`config.mk`:
```
export PLATFORM = sky130hd
export DESIGN_NAME = seq_det_prog
export DESIGN_NICKNAME = d
export VERILOG_FILES = /design/src/rtl/seq_det_pkg.sv /design/src/rtl/seq_det_hist.sv /design/src/rtl/seq_det_prog.sv
export SDC_FILE = /design/constraint.sdc
export NUM_CORES = 1
export LEC_CHECK = 0
export CAP_MARGIN = 5
export CORE_ASPECT_RATIO = 1.25
export CORE_MARGIN = 2
export CORE_UTILIZATION = 53
export CTS_CLUSTER_DIAMETER = 40
export DETAILED_ROUTE_END_ITERATION = 12
export PLACE_DENSITY = 0.95
export SLEW_MARGIN = 10
export SYNTH_ARGS = -nofsm -noshare
export SYNTH_HDL_FRONTEND = slang
export SYNTH_SLANG_ARGS = --single-unit
export TNS_END_PERCENT = 50
```
`constraint.sdc`:
```
create_clock -name i_clk -period 4.5 [get_ports i_clk]
set_input_delay 0.9 -clock i_clk [delete_from_list [all_inputs] [get_ports i_clk]]
set_output_delay 0.9 -clock i_clk [all_outputs]
set_load 0.01 [all_outputs]
```
`src/rtl/seq_det_pkg.sv`:
```
// Shared types and reset defaults for the programmable sequence detector.
package seq_det_pkg;

  localparam int unsigned DEF_MAX_LEN     = 8;
  localparam int unsigned DEF_LEN_W       = 4;
  localparam logic [7:0]  DEF_PATTERN_C   = 8'h5A;
  localparam int unsigned DEF_LEN_C       = 7;
  localparam int unsigned DEF_OVL_C       = 1;
  localparam int unsigned DEF_CNT_W       = 16;

  typedef enum logic {
    ST_FILL  = 1'b0,
    ST_ARMED = 1'b1
  } state_e;

  // Lengths above the history depth are treated as the full depth.
  function automatic int unsigned clamp_len(input int unsigned len, input int unsigned max_len);
    return (len > max_len) ? max_len : len;
  endfunction

endpackage

```
`src/rtl/seq_det_hist.sv`:
```
// History shift register, fill counter and length-masked pattern compare.
module seq_det_hist
  import seq_det_pkg::*;
#(
  parameter int unsigned MAX_LEN = DEF_MAX_LEN,
  parameter int unsigned LEN_W   = DEF_LEN_W
) (
  input  logic               i_clk,
  input  logic               i_rst,
  input  logic               i_shift,
  input  logic               i_seq_in,
  input  logic               i_clr,
  input  logic [LEN_W-1:0]   i_len,
  input  logic [MAX_LEN-1:0] i_pattern,
  output logic               o_hit_c,
  output logic               o_full_c
);

  logic [MAX_LEN-1:0] r_hist;
  logic [MAX_LEN-1:0] w_hist_next;
  logic [MAX_LEN-1:0] w_mask;
  logic [LEN_W-1:0]   r_fill;
  logic [LEN_W-1:0]   w_fill_next;

  always_comb begin
    w_hist_next = r_hist;
    w_fill_next = r_fill;
    if (i_shift) begin
      w_hist_next = {r_hist[MAX_LEN-2:0], i_seq_in};
      if (r_fill < i_len) begin
        w_fill_next = r_fill + LEN_W'(1);
      end
    end
  end

  // Only the low len bits of history/pattern take part in the compare.
  always_comb begin
    w_mask = '0;
    for (int i = 0; i < int'(MAX_LEN); i++) begin
      w_mask[i] = (i < int'(i_len));
    end
  end

  assign o_full_c = (i_len != '0) && (w_fill_next >= i_len);
  assign o_hit_c  = i_shift && o_full_c && (((w_hist_next ^ i_pattern) & w_mask) == '0);

  always_ff @(posedge i_clk or posedge i_rst) begin
    if (i_rst) begin
      r_hist <= '0;
      r_fill <= '0;
    end else begin
      if (i_shift) begin
        r_hist <= w_hist_next;
      end
      if (i_clr) begin
        r_fill <= '0;
      end else begin
        r_fill <= w_fill_next;
      end
    end
  end

endmodule

```
`src/rtl/seq_det_prog.sv`:
```
// Runtime-programmable serial pattern detector: config registers, FILL/ARMED FSM, flag pulse.
// Optional saturating match counter enabled by defining SEQ_DET_CNT_EN.
module seq_det_prog
  import seq_det_pkg::*;
#(
  parameter int unsigned         MAX_LEN     = DEF_MAX_LEN,
  parameter int unsigned         LEN_W       = DEF_LEN_W,
  parameter logic [MAX_LEN-1:0]  DEF_PATTERN = MAX_LEN'(DEF_PATTERN_C),
  parameter int unsigned         DEF_LEN     = DEF_LEN_C,
  parameter int unsigned         DEF_OVL     = DEF_OVL_C,
  parameter int unsigned         CNT_W       = DEF_CNT_W
) (
  input  logic               i_clk,
  input  logic               i_rst,
  input  logic               i_seq_valid,
  input  logic               i_seq_in,
  input  logic               i_cfg_we,
  input  logic [MAX_LEN-1:0] i_cfg_pattern,
  input  logic [LEN_W-1:0]   i_cfg_len,
  input  logic               i_cfg_overlap,
  output logic               o_flag,
  output logic               o_armed,
  output logic [CNT_W-1:0]   o_match_cnt
);

  logic [MAX_LEN-1:0] r_pattern;
  logic [LEN_W-1:0]   r_len;
  logic               r_ovl;
  state_e             r_state;
  logic               r_flag;

  logic               w_shift;
  logic               w_clr;
  logic               w_hit;
  logic               w_full;
  logic [LEN_W-1:0]   w_len_ld;

  // A config write takes priority and swallows any bit offered in the same cycle.
  assign w_shift  = i_seq_valid && !i_cfg_we;
  assign w_clr    = i_cfg_we || (w_hit && !r_ovl);
  assign w_len_ld = LEN_W'(clamp_len(32'(i_cfg_len), MAX_LEN));

  seq_det_hist #(
    .MAX_LEN (MAX_LEN),
    .LEN_W   (LEN_W)
  ) u_hist (
    .i_clk     (i_clk),
    .i_rst     (i_rst),
    .i_shift   (w_shift),
    .i_seq_in  (i_seq_in),
    .i_clr     (w_clr),
    .i_len     (r_len),
    .i_pattern (r_pattern),
    .o_hit_c   (w_hit),
    .o_full_c  (w_full)
  );

  always_ff @(posedge i_clk or posedge i_rst) begin
    if (i_rst) begin
      r_pattern <= DEF_PATTERN;
      r_len     <= LEN_W'(DEF_LEN);
      r_ovl     <= (DEF_OVL != 0);
      r_state   <= ST_FILL;
      r_flag    <= 1'b0;
    end else begin
      r_flag <= w_hit;
      if (i_cfg_we) begin
        r_pattern <= i_cfg_pattern;
        r_len     <= w_len_ld;
        r_ovl     <= i_cfg_overlap;
        r_state   <= ST_FILL;
      end else if (w_shift) begin
        // Non-overlapping hits restart collection; overlapping hits keep history live.
        if (w_hit && !r_ovl) begin
          r_state <= ST_FILL;
        end else if (w_full) begin
          r_state <= ST_ARMED;
        end
      end
    end
  end

  assign o_flag  = r_flag;
  assign o_armed = (r_state == ST_ARMED);

`ifdef SEQ_DET_CNT_EN
  logic [CNT_W-1:0] r_cnt;

  always_ff @(posedge i_clk or posedge i_rst) begin
    if (i_rst) begin
      r_cnt <= '0;
    end else if (i_cfg_we) begin
      r_cnt <= '0;
    end else if (w_hit && (r_cnt != '1)) begin
      r_cnt <= r_cnt + CNT_W'(1);
    end
  end

  assign o_match_cnt = r_cnt;
`else
  assign o_match_cnt = '0;
`endif

endmodule

```
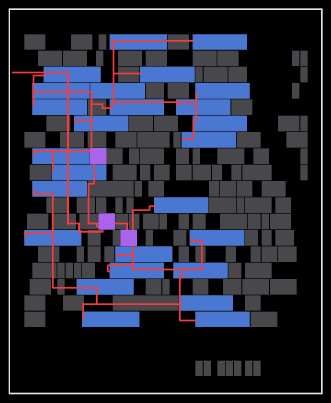
Fig. 1. Routed clock nets over the placement.
Drawn at 6 px/um.
[flip-flops] blue | count: 26
[cells driving clock nets] purple | count: 3
[clock wires] red | length: 276 um
routed clock nets: 4
setup clock skew after layout: 1.87 ps
clock power share: 25.3%
Clock net power: 157 uW

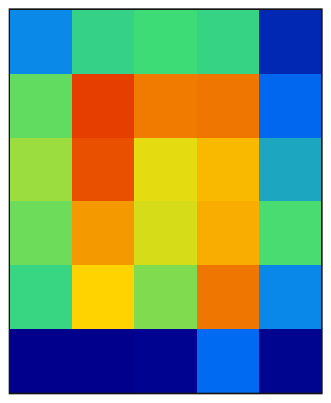
Fig. 2. Cell density map.
Drawn at 6 px/um. 5 x 6 tiles, from dark blue (low) to red (high), 0 to 100% covered.
nearly empty tiles: 13%
tiles over 75% full: 30%
mean over tiles: 51%
fullest tile: 93%
FP Util: 56.0%
core outline area: 0.00271 mm2
fin util: 63.8%

==> run notes <==
Implementation results. Cell area after layout landed at roughly 0.0017 mm2. After synthesis, the netlist uses 34 different library cells. Number of well taps landed at 34. Tally of OpenROAD warnings landed at 26. Number of non-clock inverters landed at 7. In this run, the synthesized area fraction spent on adder and majority cells is recorded as 6.60%. Post-synthesis share of cell area spent on xor and xnor gates landed at between 5 and 6%. Per the cell usage report, the commonest logic cells after layout are 19 x sky130_fd_sc_hd__clkdlybuf4s50_1, 18 x sky130_fd_sc_hd__dfrtp_1, 16 x sky130_fd_sc_hd__conb_1. At the worst endpoint, the required time is ~4800 ps.

Measured against its own limit, the worst slew margin works out to 37.9%. Depth of the worst register-to-register path landed at 11. By area the synthesized netlist is led by sky130_fd_sc_hd__dfrtp_1 30%, sky130_fd_sc_hd__dfstp_2 14%, sky130_fd_sc_hd__mux2_2 10%. After synthesis, the share of cell area in mux cells is 12.8%. Multi-input gates account for a little over two fifths of the area. Per the synthesis report, the simple-gate share of the synthesized area is slightly below 9%. The launch point of the worst min-delay path is recorded as u_hist.r_hist[0]$_DFFE_PP0P_. The fraction of cell area in sequential cells is reported as about two fifths. In this run the register-to-register setup slack is 1080 ps. Number of DRC violations after detailed routing landed at 0. Per STA, the endpoint of the critical path is o_flag$_DFF_PP0_. Part of the power in registers landed at about half. The biggest slice of the area belongs to combinational gates. In the synthesized netlist, the dominant kind of combinational cell is multiplexers. Broken down by cell family, the worst path's largest delay share belongs to AND-OR/OR-AND gates.

Switching component of the power landed at between 150 and 200 uW. Part of the Yosys area used for sequential elements landed at between 40% and 50%. Worst setup slack after placement landed at slightly below 800 ps.

The largest registers in the layout are r_pattern x8, u_hist.r_hist x7. The worst register-to-register path ends at o_flag$_DFF_PP0_. Before any placement, the netlist area is recorded as ~0.0015 mm2. The highest metal layer carrying signal wires in the routed design is met4.

Max fanout on the critical path was recorded as 9. The area growth from synthesis to layout is 13.9%. Instance count along the most critical hold path landed at 1. Final critical-path required period landed at 3470 ps. In the per-layer breakdown of the detailed-route log, met1 shows 1160 um. The flow ran to the end, and the final reports show no timing, DRC or antenna violations.

Count of cell instances traversed by the critical path landed at 11. Footprint of the multi-input gates landed at ~750 um2. The Yosys step of the flow raised 0 warnings. Looking at the worst setup and hold paths, the clock pins of their registers show a slew of 140 ps. Internal power comes to 446 uW.

The critical path's slowest stage uses the library cell sky130_fd_sc_hd__clkdlybuf4s50_1. At the pin with the least slew margin, the transition time is approximately 930 ps. Post-synthesis, Yosys gives the total cell area as 0.00152 mm2.

Switching part of the total landed at between 20 and 30%. Total negative slack for setup checks landed at 0 ps. Number of design-rule violations left by the first detailed-router iteration landed at 34. In the synthesized netlist the dominant register cell turns out to be sky130_fd_sc_hd__dfrtp_1.

The tree is rooted in a sky130_fd_sc_hd__clkbuf_4. Setup repair after global routing left no endpoint under its margin. Looking at area per cell type in the netlist, the leader is sky130_fd_sc_hd__dfrtp_1. The worst setup path is launched from an input port.

Yosys instantiated no cell more often than sky130_fd_sc_hd__dfrtp_1. Of the total power, combinational logic draws approximately a quarter. The detail route stage leaves a number of antenna-violating nets equal to 0. Number of cells in the yosys synthesis report landed at 137. Count of multi-input gates landed at approximately 100. STA reports the tightest min-delay check as being of type flop to flop.

Critical path data arrival time landed at 3720 ps. Max-slew violation total from the final report landed at 0. Number of placed instances, taps included landed at 187.

Total vias in the final route landed at ~1100. Number of post-CTS setup repair buffers landed at 0. The final layout report lists a clock buffer count of 3. Half-perimeter wire length after placement landed at ~2200 um. Share of synthesized registers carrying an async set or reset landed at 100%.

The flow reported a cell area power density of 360 mW/mm2. In this run the core area contains 21 standard-cell rows. Per the cell usage report, the commonest logic cell in the layout is sky130_fd_sc_hd__clkdlybuf4s50_1. Reported max-cap violation count landed at 0. The synthesized instance count is between 100 and 150. Summed over its instances, the top area cell type makes up between 20% and 30% of the synthesized netlist area. Via count of the first global-routing pass landed at around 1000. Number of buffers inserted during clock tree synthesis landed at 3.
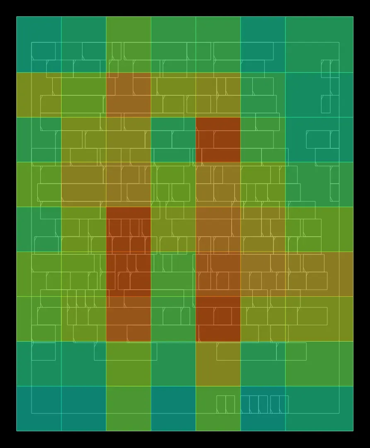
Fig. 3. Track usage over the die.
average routed wire per standard cell: 14.7 um
met1 Track Usage GR: 22.7%

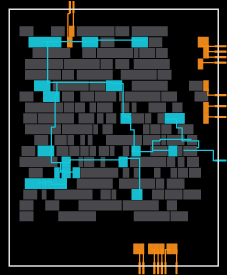
Fig. 4. Port wiring.
Drawn at 4 px/um.
[`i_cfg_we`] cyan | bits: 1 | direction: input | end cells: 23 | wire: 196 um
[`o_match_cnt`] orange | bits: 16 | direction: output | end cells: 16 | wire: 60.7 um
boundary pin count: 36
number of I/O port buffers: 19

Power and IR drop assume default switching activity.
